Design branch_predictor_gshare_flat, sky130hd; sources not shown.
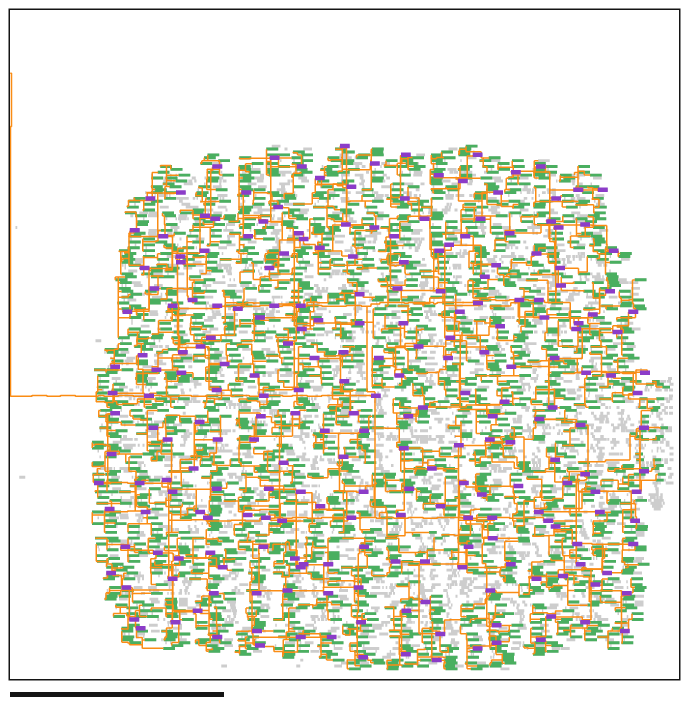
Fig. 1. Clock distribution.
The bar under the picture is 200 um long.
[cells driving clock nets] purple | count: 238
[flip-flops] green | count: 2,088
[clock wires] orange | length: 29.0 mm
routed clock nets	239
worst clock skew: 0.0667 ns
P_clk: 1.11 mW
Late-Pin Clk Latency: 0.92 ns
Clock Power Share: 45.0%

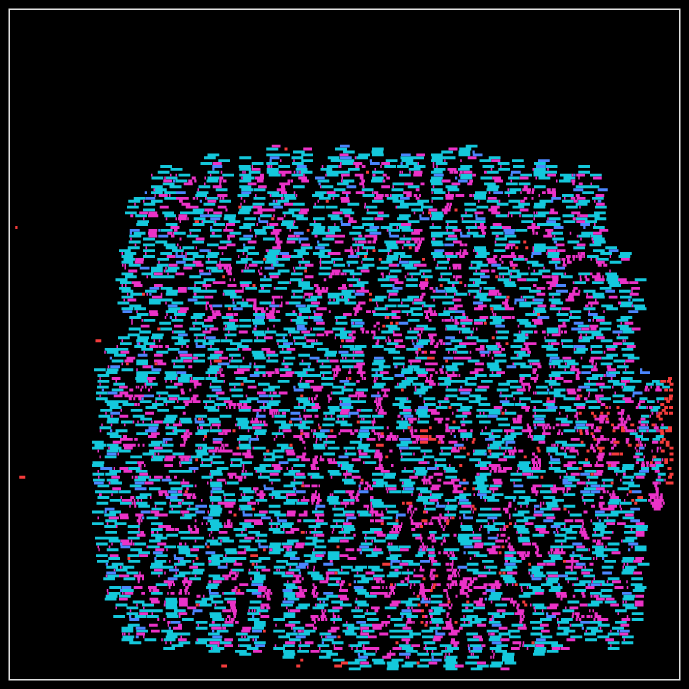
Fig. 2. Placed cells, one colour a class.
class	colour	cells
all other logic	magenta	3,323
flops	cyan	2,088
clock drivers and dummy loads	blue	430
other buffers and delay cells	red	251
CORE AREA: 379,000 um^2
register fraction of the total cell area: 57.2%
Design Area, Final: 109,000 um^2
row count: 226

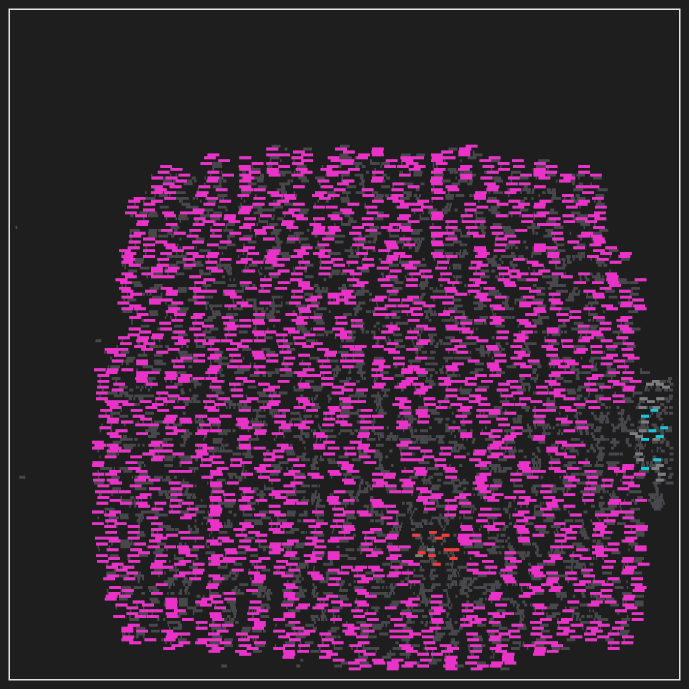
Fig. 3. Register map, names as in the netlist.
name in the netlist	colour	flops
u_core.bus.pred_ghr	cyan	8
u_core.sweep_idx	red	10
u_core.ctr_tbl	magenta	2,048
final core utilization: 28.7%
P_seq: 1.22 mW
FF/Latch Area: 62,300 um^2

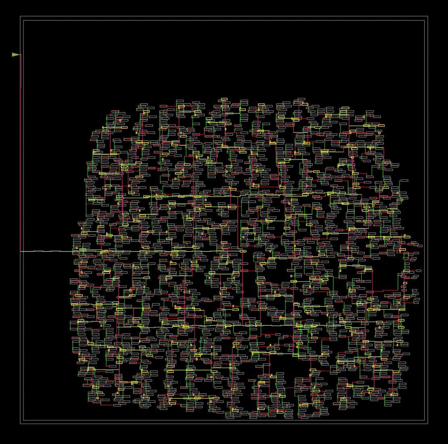
Fig. 4. Clock nets.
Seq Cell Count: 2,088
CTS sink count: 2,088
CLK BUF: 300
CTS Buf Count: 238

==> run_results.csv <==
group,metric,value,unit
worst_setup_path,crit_fanout,220,
synthesis,syn_nets,5991,
pwr,p_total,2.46,mW
layout,fillers,37800,
worst_setup_path,cp_slowest_cell,"buf_4",
synthesis,ys_seq_share,65.5,%
worst_setup_path,end_kind,"flop",
clocking,root_buffer,"clkbuf_16",
clocking,h-tree-depth,4,
global_routing,antenna_found_initial,35,
synthesis,ys_ff,2088,
synthesis,async_flop_share,0,%
clocking,cts_setup_buffers,0,
route,vias,58600,
synthesis,yosysWarningCount,0,
worst_setup_path,cp_top_family,"buffers and inverters",
timing,max_slew_margin,-5.01,%
place,dp_hpwl,207000,um
worst_setup_path,crit_buf_inv,9,
clocking,cts_tree,"done",
min_path,holdPathStages,2,
synthesis,ys_area,95100,um^2
timing,tightest_slew,1.54,ns
synthesis,ys_types,83,
worst_setup_path,slowest_delay,0.97,ns
place,post_dp_cell_area,101000,um^2
clocking,clock_path_buffers,4,
run_status,violations,"capacitance limit, slew limit",
place,gp_congestion,0.810,
worst_setup_path,startpoint_type,"input pin",
timing,fin_crit,17.15,ns
clocking,clk_pin_slew_worst_paths,0.07,ns
timing,grt_setup_unrepaired,"false",
run_status,outcome,"finished with violations",
place,pre_cts_ws,59.07,ns
clocking,cts_hold_buf,0,
global_routing,overflow,0,
synthesis,edf_count,2048,
timing,period_used_share,22.2,%
route,vias_per_cell,5.27,
worst_setup_path,worstSetupPathType,"in2reg",
timing,finalSetupViolCount,0,
floorplan,die_y,627,um
timing,holdWs,0.456,ns
worst_setup_path,cp_common_cell,"buf_4",
floorplan,die_x,627,um
floorplan,chip_area,393000,um^2
timing,worst_slack,60.15,ns
global_routing,grt_pass1_vias,59000,
route,drc,0,
synthesis,avgSynthCellArea,16.0,um^2
worst_setup_path,critical_path_depth,18,
worst_setup_path,regToRegSetupSlack,70.68,ns
floorplan,fp-utilization,25.1,%
timing,timing.setup.tns,0,ns
pwr,power.leakage,36.6,nW
timing,max_freq,58.3,MHz
flow_run,warning_count,63,
pwr,peakVddDrop,0.0162,mV
route,routed_wirelength,362000,um
layout,fin_nets,5942,
floorplan,pin_count,60,
synthesis,postSynthCellCount,5951,
min_path,hold_class,"reg2reg",
synthesis,yosys_cells,5951,
clocking,cts_resized,0,
global_routing,grt_max_degree,230,
global_routing,grt_pass1_wl,496000,um
layout,drive_above_1_share,21.8,%
layout,largest_register_ffs,2048,
synthesis,flop_cell,"edfxtp_1",
route,drt-pass1-iter-count,9,
route,avgRoutedWirePerCell,32.5,um
route,drt-initial-drc-count,6915,
worst_setup_path,path_cells,"buf_8 > buf_4 > buf_4 > buf_4 > buf_4 > buf_4 > mux4_2 > mux4_2 > mux2i_1 > o21ai_1 > nand3_1 > nor3_1 > a211oi_1 > maj3_1 > nor2_4 > buf_12 > buf_4 > buf_4",
worst_setup_path,r2r_cells,15,
place,port_buffers,54,
timing,slew_viol_final,2,
route,antenna_left,0,
pwr,powerDensity,22.6,nW/um^2
layout,syn2layout_area_growth,14.5,%
worst_setup_path,arrival,17.67,ns
synthesis,syn_area,95100,um^2
timing,finalHoldViolCount,0,
flow_run,drv_cap,1,
global_routing,grt_use_total,17.9,%
worst_setup_path,cp.required,77.82,ns
==> cell families after synthesis <==
logic type / count (synthesis) / share of synthesized area [%]
adders and majority gates: 3 / 0.0355
and+or+nand+nor: 1671 / 7.25
buffers and inverters: 552 / 2.88
AOI/OAI and AO/OA: 641 / 4.60
muxes: 976 / 19.5
DFF: 2088 / 65.5
xor gates and xnor gates: 20 / 0.184
==> cells in the mapped netlist, drive strengths merged, types with 11 or more instances <==
cell type  count  area (um^2)
nor3          52          260
edfxtp      2048        61500
clkbuf       304         1140
nand2b        18          113
nand2        273         1020
xnor2         12          105
mux4         695        15700
nor2b         11         68.8
a221oi        42          368
buf          236         1550
a21oi         95          475
a211oi        17          128
a22oi         83          623
o32ai         25          219
o221ai        19          166
a2111oi       32          287
o21ai        156          781
mux2          34          383
nor4          39          244
dfxtp         40          801
a32oi         20          175
o22ai         64          400
nand3        122          611
inv           11         41.3
nor2        1093         4120
mux2i        247         2470
==> final cells by class <==
cell class	count	area (um^2)	area share [%]
clock inverter	130	1110	1.02
clock buffer	300	6350	5.83
antenna	15	37.5	0.0345
multi-input combinational	3311	30500	28.1
sequential	2088	62300	57.2
inverter	12	45.0	0.0414
tap	5016	6280	5.77
timing repair buffer	251	2170	1.99
==> worst register-to-register path: stages, from the launching register on <==
cell and delay (ns):
dfxtp_1 0.45, and3b_4 0.27, buf_4 0.32, nor2_8 0.63, buf_4 0.58, buf_4 0.68
buf_4 0.70, mux4_1 0.65, a222oi_1 0.54, o22ai_1 0.18, or4_1 0.64, o311ai_0 0.18
a32oi_1 0.17, buf_4 0.27, nand4_1 0.13, a31oi_1 0.09
==> per-layer routing <==
layer  global-route usage, %  vias to the layer above  wire (um)
li1                        -                    23700          -
met1                    24.5                    31800     153000
met2                    28.9                     2594     170000
met3                    3.58                      491      27800
met4                    5.08                        2      10900
met5                       0                        -         13
==> placed cells by master, fill, tap and decap left out, drive strengths merged, types with 20 or more instances in the layout <==
cell type and count:
edfxtp 2048, nor2 1093, mux4 695, clkbuf 300, nand2 273, mux2i 247
buf 203, o21ai 156, nand3 122, clkinv 104, a21oi 95, a22oi 83
o22ai 64, nor3 52, clkdlybuf4s50 48, a221oi 42, dfxtp 40, nor4 39
mux2 34, a2111oi 32, o32ai 25, a32oi 20
==> power breakdown <==
part           internal, mW  switching (mW)  total, mW
clock                 0.639           0.467       1.11
combinational        0.0408          0.0874      0.128
sequential             1.22        0.000283       1.22
total                  1.90           0.554       2.46
==> metrics by stage <==
stage | instances | util [%]
global route | 11100 | 28.7
global placement | 10700 | 26.7
detailed placement | 10700 | 26.7
CTS | 11100 | 28.7
floorplan | 5951 | -
finish | 11100 | 28.7
Power is estimated from default activity; no workload was simulated.
